$ cat src/rtl/sum_acc_pkg.sv
// sum_acc_pkg: shared state encoding and default widths for the sum accumulator.
package sum_acc_pkg;
  localparam int DATA_W = 32;
  localparam int ACC_W = 40;
  localparam int ADDEND_W = DATA_W + 1;
  typedef enum logic {ACCUM, HOLD} state_t;
endpackage

$ cat src/rtl/sum_accumulator.sv
// sum_accumulator: sums BATCH adder {cout,sum} results and holds the total until taken.
// Define SUM_ACCUMULATOR_SATURATE_EN to clamp at all-ones instead of wrapping.
module sum_accumulator import sum_acc_pkg::*; #(
  parameter int DATA_W = sum_acc_pkg::DATA_W,
  parameter int ACC_W = sum_acc_pkg::ACC_W,
  parameter int BATCH = 4
) (
  input  logic                         clk,
  input  logic                         resetn,
  input  logic                         in_valid,
  output logic                         in_ready,
  input  logic [DATA_W-1:0]            sum,
  input  logic                         cout,
  output logic                         out_valid,
  input  logic                         out_ready,
  output logic [ACC_W-1:0]             acc_out,
  output logic                         overflow,
  output logic [$clog2(BATCH+1)-1:0]   count
);
  localparam int CNT_W = $clog2(BATCH + 1);
  localparam logic [CNT_W-1:0] LAST = CNT_W'(BATCH - 1);
  state_t state, state_nx;
  logic [ACC_W-1:0] acc_nx;
  logic [ACC_W:0] addend, raw;
  logic ovf_nx, take;
  logic [CNT_W-1:0] cnt_nx;
  assign in_ready = state == ACCUM;
  assign out_valid = state == HOLD;
  assign take = in_valid && in_ready;
  assign addend = (ACC_W + 1)'({cout, sum});
  assign raw = {1'b0, acc_out} + addend;
  always_comb begin
    state_nx = state;
    acc_nx = acc_out;
    ovf_nx = overflow;
    cnt_nx = count;
    if (take) begin
`ifdef SUM_ACCUMULATOR_SATURATE_EN
      acc_nx = raw[ACC_W] ? '1 : raw[ACC_W-1:0];
`else
      acc_nx = raw[ACC_W-1:0];
`endif
      ovf_nx = overflow | raw[ACC_W];
      cnt_nx = count + 1'b1;
      state_nx = count == LAST ? HOLD : ACCUM;
    end else if (out_valid && out_ready) begin
      acc_nx = '0;
      ovf_nx = 1'b0;
      cnt_nx = '0;
      state_nx = ACCUM;
    end
  end
  always_ff @(posedge clk) begin
    if (!resetn) begin
      state <= ACCUM;
      acc_out <= '0;
      overflow <= 1'b0;
      count <= '0;
    end else begin
      state <= state_nx;
      acc_out <= acc_nx;
      overflow <= ovf_nx;
      count <= cnt_nx;
    end
  end
endmodule

$ cat config.mk
export PLATFORM = sky130hd
export DESIGN_NAME = sum_accumulator
export DESIGN_NICKNAME = d
export VERILOG_FILES = /design/src/rtl/sum_acc_pkg.sv /design/src/rtl/sum_accumulator.sv
export SDC_FILE = /design/constraint.sdc
export NUM_CORES = 1
export LEC_CHECK = 0
export ABC_AREA = 1
export CAP_MARGIN = 20
export CORE_ASPECT_RATIO = 0.7
export CORE_MARGIN = 3
export CORE_UTILIZATION = 49
export CTS_CLUSTER_SIZE = 14
export DETAILED_ROUTE_END_ITERATION = 8
export GPL_TIMING_DRIVEN = 0
export PLACE_DENSITY = 0.78
export SYNTH_ARGS = -nofsm -noshare
export SYNTH_HDL_FRONTEND = slang
export SYNTH_SLANG_ARGS = --single-unit
$ cat constraint.sdc
create_clock -name clk -period 1.75 [get_ports clk]
set_input_delay 0.35 -clock clk [delete_from_list [all_inputs] [get_ports clk]]
set_output_delay 0.35 -clock clk [all_outputs]
set_load 0.1 [all_outputs]
Run 1, the clock network:
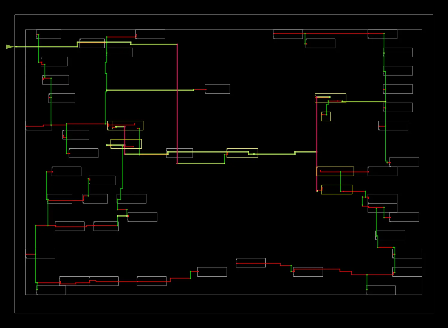
CTS sink cnt: 45
clk_skew: 0.0109 ns

Run 1, clock network drawn from the DEF:
Scale bar: 20 microns.
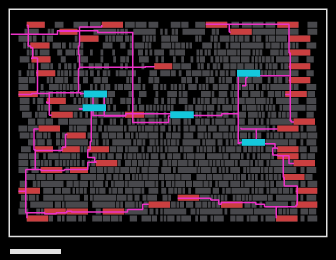
[cyan] clock drivers | count: 5
[red] flip-flops | count: 45
[magenta] clock wires | length: 792 microns
flops lie: spread over the die
routed clock nets: 6

==> results.py, run 1 <==
# Flow results
metrics = {
    "pwr": {
        "seqPwrFrac_pct": 21.4,
        "total_power_mw": 5.89,
        "ir_drop_mv": 0.501,
        "clkPwrFrac_pct": 19.2,
    },
    "cells_and_area": {
        "fillCellCount": 581,
        "inverters": 153,
        "design.seq.count": 45,
        "layout_top_cells": "nand2_1 (214), inv_1 (124), nand2_2 (94), clkdlybuf4s15_2 (46), a21oi_1 (45)",
        "top_regs": "acc_out (40), count (3)",
        "nMultiInputCombCells": 634,
        "dominant-cell-class": "multi-input combinational cells",
        "insertedDiodeCount": 0,
        "drive_gt1_share_pct": 46.1,
        "comb_area_share_pct": 59.3,
    },
    "hold_path": {
        "hold_end": "acc_out[33]",
    },
    "floorplan": {
        "fp.dieW_microns": 124,
        "ioPinCount": 83,
        "fp.coreArea_sq_um": 9290,
    },
    "status": {
        "status": "complete, but fails checks",
        "violations": "setup timing",
    },
    "critical_path": {
        "crit_end": "acc_out[14]",
        "crit_cells": 11,
        "crit_type": "register to register",
        "critPathTopFamily": "simple AND/OR/NAND/NOR gates",
        "crit_buf_inv": 0,
        "end_kind": "register",
    },
    "clocking": {
        "clk_latency_ns": 0.30,
        "cts_max_level": 2,
    },
    "yosys": {
        "topCombFamilyByArea": "simple AND/OR/NAND/NOR gates",
        "ys_top_cells_by_count": "nand2_1 (317), inv_1 (143), a21oi_1 (71)",
        "mux_share_pct": 0,
        "ys_cells": 844,
        "synth_area_per_cell_sq_um": 5.68,
        "synthXorXnorAreaFrac_pct": 0,
        "ys_sh_adder_pct": 9.55,
        "top_area_cell": "nand2_1",
    },
    "place": {
        "placed_area_sq_um": 5920,
        "hpwlAfterDp_microns": 12900,
        "place_worst_setup_slack_ns": -0.829,
    },
    "timing": {
        "hold_violations": 0,
        "setup_viol": 22,
        "worstMarginPinSlew_ns": 0.728,
        "maxSlewHeadroom_pct": 51.5,
        "fin_ws_ns": -0.230,
        "drv_slew": 0,
    },
    "drt": {
        "wl_microns": 19600,
        "dr.pass1.iters": 7,
    },
    "global_routing": {
        "grt_first_pass_wirelength_microns": 28100,
        "grt_use_total_pct": 32.1,
    },
    "flow_run": {
        "maxCapViolCount": 0,
    },
}
Run 1, where the registers sit:
Scale bar: 20 microns.
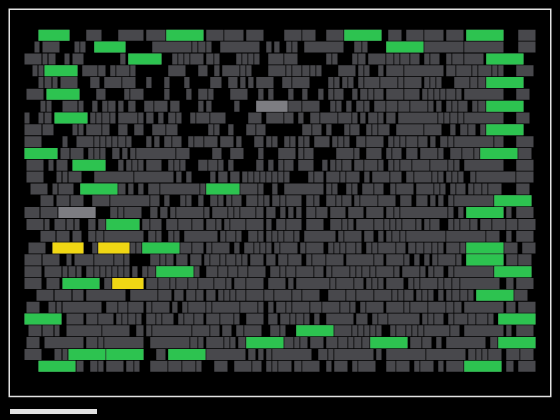
[green] acc_out | flops: 40 | where: spread over the die
[yellow] count | flops: 3
not coloured: 2

## run 1: per-layer routing
layer / up-vias / share of wire (%) / track usage [%]
met5: - / 0 / 0
met4: 0 / 2.7 / 5.47
met3: 65 / 10 / 5.85
met2: 371 / 42 / 48.7
met1: 2796 / 45 / 48.0
li1: 2872 / - / -
## run 1: worst register-to-register path, delay by kind of cell (launching register included)
kind	cells	cell delay (ns)
and+or+nand+nor	8	0.88
DFF	1	0.36
AOI/OAI and AO/OA	1	0.07
adders and majority gates	2	0.52
## run 1: power by group through the flow
stage | clock network, mW | logic (mW) | registers, mW
finish | 1.13 | 3.50 | 1.26
global route | 1.19 | 3.67 | 1.27
CTS | 1.13 | 3.04 | 1.26
detailed placement | 0 | 2.52 | 1.24
global placement | 0 | 2.50 | 1.24
floorplan | 0 | 1.19 | 1.92
Run 1, routed metal, one colour a layer:
Scale bar: 20 microns. Two of the layers only.
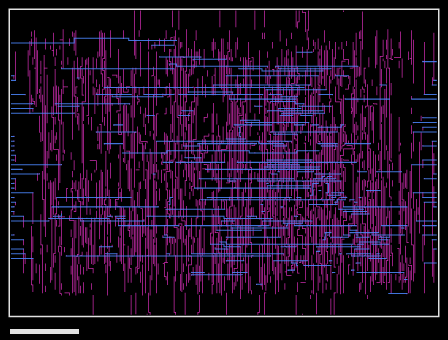

==> run 2, diff against run 1 <==
MAX_ROUTING_LAYER = met4   (was unset)
Run 2, routed metal, one colour a layer:
Scale bar: 20 microns. Two of the layers only.
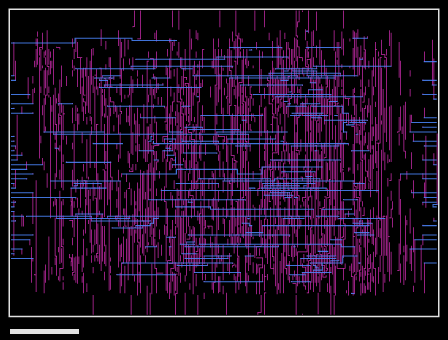
[magenta] metal 2 | wire length: 7,860 microns
[blue] metal 3 | wire length: 2,030 microns

==> run 2 against run 1 <==
Compared with the run above: the run still ends with setup timing left; sequential power barely moved; clock-buffer cell count is 2 higher; worst hold slack got worse by 0.0012 ns; core utilization decreased by 1.4 points; sequential share of layout area rose by 0.23 points; setup slack improved by 0.026 ns; synthesized cell count unchanged; via count decreased by 0.16%; non-clock buffer count increased by 2; clock skew is 0.0031 ns lower; largest power group unchanged.
==> results.py, run 2 <==
# Flow results
metrics = {
    "place": {
        "hpwlAfterDp_microns": 12800,
        "place_worst_setup_slack_ns": -0.832,
    },
    "yosys": {
        "ys_sh_adder_pct": 9.55,
        "mux_share_pct": 0,
        "ys_top_cells_by_count": "nand2_1 (317), inv_1 (143), a21oi_1 (71)",
        "top_area_cell": "nand2_1",
    },
    "timing": {
        "worstMarginPinSlew_ns": 0.952,
        "fin_ws_ns": -0.204,
        "setup_viol": 28,
        "maxSlewHeadroom_pct": 36.8,
        "hold_violations": 0,
        "drv_slew": 0,
    },
    "drt": {
        "highest_layer": "met4",
        "wl_microns": 19100,
        "wl_met1_microns": 8580,
        "dr.pass1.iters": 5,
    },
    "pwr": {
        "ir_drop_mv": 0.461,
        "total_power_mw": 5.85,
    },
    "status": {
        "violations": "setup timing",
        "status": "complete, but fails checks",
    },
    "cells_and_area": {
        "nMultiInputCombCells": 634,
        "drive_gt1_share_pct": 42.3,
        "dominant-cell-class": "multi-input combinational cells",
        "layout_top_cells": "nand2_1 (232), inv_1 (128), nand2_2 (79), a21oi_1 (49), clkdlybuf4s15_2 (45)",
        "design.seq.count": 45,
        "inverters": 153,
    },
    "clocking": {
        "cts_sinks": 45,
        "clk_latency_ns": 0.31,
    },
    "floorplan": {
        "fp.coreArea_sq_um": 9290,
        "ioPinCount": 83,
    },
    "critical_path": {
        "crit_buf_inv": 3,
        "crit_type": "register to register",
    },
    "hold_path": {
        "hold_end": "acc_out[34]",
    },
    "global_routing": {
        "grtUsageMet3_pct": 6.76,
    },
    "flow_run": {
        "maxCapViolCount": 0,
    },
}
Run 2, where the registers sit:
Scale bar: 20 microns.
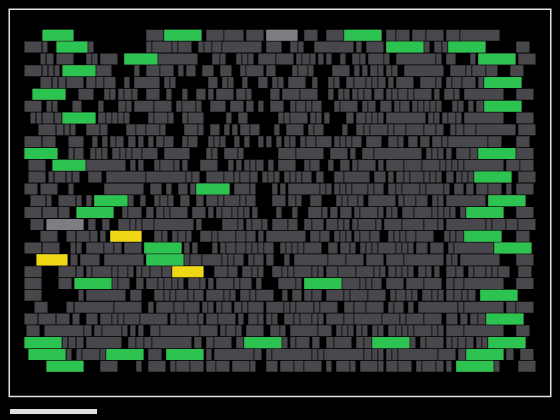
[yellow] count | flops: 3
[green] acc_out | flops: 40 | where: spread over the die

-- run 2: worst max path at each step --
stage	slack, ns	startpoint	depth (start not counted)	to
after floorplan	-0.25	out_valid	7	acc_out[28]
after global placement	-0.81	sum[0]	13	acc_out[38]
after detailed placement	-0.83	sum[0]	13	acc_out[38]
after CTS	-0.16	acc_out[0]	13	acc_out[28]
after global routing	-0.29	acc_out[0]	10	acc_out[10]
final	-0.20	acc_out[0]	10	acc_out[10]
-- run 2: report_power, final --
| group | switching [mW] | total, mW | internal (mW) |
|---|---|---|---|
| sequential | 0.129 | 1.27 | 1.14 |
| clock | 0.466 | 1.18 | 0.716 |
| combinational | 2.26 | 3.40 | 1.14 |
Run 2, placement by cell class:
Fill, decap, tap and diode cells in grey.
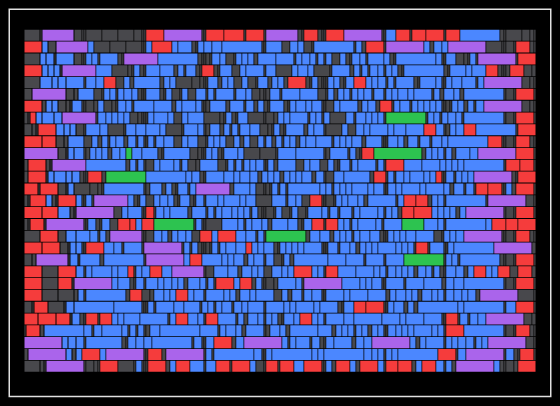

==> run 3, diff against run 2 <==
CORE_UTILIZATION = 55   (was 49)
PLACE_DENSITY = 0.83   (was 0.78)
clock period = 2 ns   (was 1.75 ns; I/O delays follow)
Run 3, placement by cell class:
Fill, decap, tap and diode cells in grey.
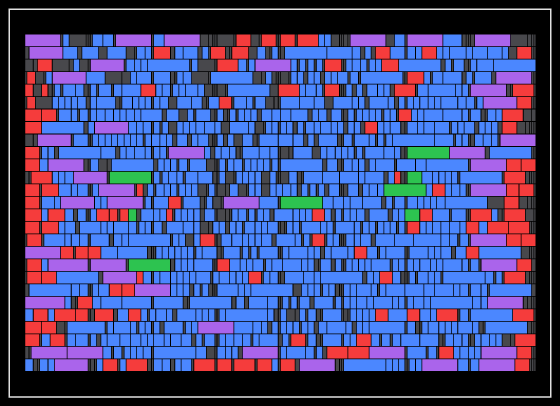
[green] clock drivers and dummy loads | cells: 8 | share of their area: 2.1%
[purple] sequential cells | cells: 45 | share of their area: 14%
[red] remaining buffers and delay cells | cells: 115 | share of their area: 15%
[blue] combinational and other logic | cells: 787 | share of their area: 69%
final core occ: 86.9%
flop share of the area: 13.4%
floorplan core area: 8180 sq um

==> run 3 against run 2 <==
Compared with the run above: the flow still finishes with violations (setup timing); non-clock buffer count is 19 lower; setup slack better by 0.19 ns; register-to-register slack improved by 0.19 ns; first-iteration DRC count is 23% higher; worst hold slack improved by 0.045 ns; sequential share of layout area is 0.11 points lower; cell count fell by 2.4%; clock skew rose by 0.0057 ns; design area shrank 6.8%; wire length rose by 1.5%; clock power down 25%; sequential cell count did not move; critical endpoint is now acc_out[36]; largest cell class unchanged; largest power group unchanged; highest routed layer unchanged.
==> results.py, run 3 <==
# Flow results
metrics = {
    "clocking": {
        "cts_max_level": 2,
        "cts_sinks": 45,
        "clk_latency_ns": 0.30,
    },
    "drt": {
        "wl_met1_microns": 7760,
        "dr.pass1.iters": 6,
        "wl_microns": 19400,
        "highest_layer": "met4",
    },
    "yosys": {
        "ys_cells": 844,
        "ys_top_cells_by_count": "nand2_1 (317), inv_1 (143), a21oi_1 (71)",
        "synth_area_per_cell_sq_um": 5.68,
    },
    "status": {
        "violations": "setup timing",
        "status": "complete, but fails checks",
    },
    "global_routing": {
        "grt_use_met2_pct": 54.2,
        "grtUsageMet3_pct": 9.15,
        "grt_busiest_layer": "met2",
        "grt_use_met1_pct": 45.2,
    },
    "critical_path": {
        "crit_type": "input port to register",
        "end_kind": "register",
    },
    "timing": {
        "fin_ws_ns": -0.0163,
        "setup_viol": 2,
        "maxSlewHeadroom_pct": 33.1,
        "worstMarginPinSlew_ns": 1.01,
        "fin_skew_ns": 0.0134,
        "drv_slew": 0,
    },
    "pwr": {
        "p_switching_mw": 2.43,
        "ir_drop_mv": 0.567,
        "clkPwrFrac_pct": 18.5,
        "comb_power_share_pct": 58.2,
        "pg_clk_uw": 885,
        "switching_share_pct": 50.9,
        "total_power_mw": 4.78,
        "p_seq_mw": 1.11,
        "top_power_group": "combinational cells",
        "intPower_mw": 2.35,
        "seqPwrFrac_pct": 23.3,
    },
    "cells_and_area": {
        "drive_gt1_share_pct": 31.9,
        "dominant-cell-class": "multi-input combinational cells",
        "insertedDiodeCount": 1,
        "fillCellCount": 476,
        "comb_area_share_pct": 59.8,
        "inverters": 153,
    },
    "flow_run": {
        "maxCapViolCount": 0,
    },
    "floorplan": {
        "ioPinCount": 83,
    },
    "place": {
        "placed_area_sq_um": 5810,
    },
}
Run 3, the clock network:
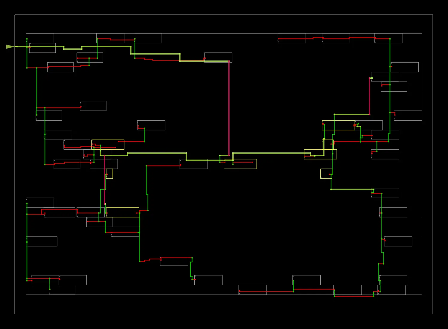
clock buffers: 5
flop count: 45

[run 3: cell counts after synthesis]
No cell type changed its count.
[run 3: final timing paths]
check                           slack, ns           to        from
worst max-delay path                -0.02  acc_out[36]     sum[26]
worst min-delay path                 0.48     overflow    overflow
worst max register to register      -0.01  acc_out[36]  acc_out[0]
worst min register to register       0.48     overflow    overflow
[run 3: worst max-delay path: cells and delay by family]
family | cells | cell delay (ns)
simple gates | 8 | 0.74
buf+inv | 2 | 0.58
fa+ha+maj | 1 | 0.32
compound gates | 1 | 0.17
[run 3: logic make-up (layout without fill, tap and decap cells)]
kind of cell    count (synthesis)  count (layout)  share of synthesized area (%)
fa+ha+maj                      36              36                           9.55
other cells                     0               1                              0
simple gates                  492             492                           46.4
flops                          45              45                           18.8
compound gates                106             106                           12.0
buf+inv                       165             276                           13.3
No activity file was given, so power comes from the tool's default toggle rates.
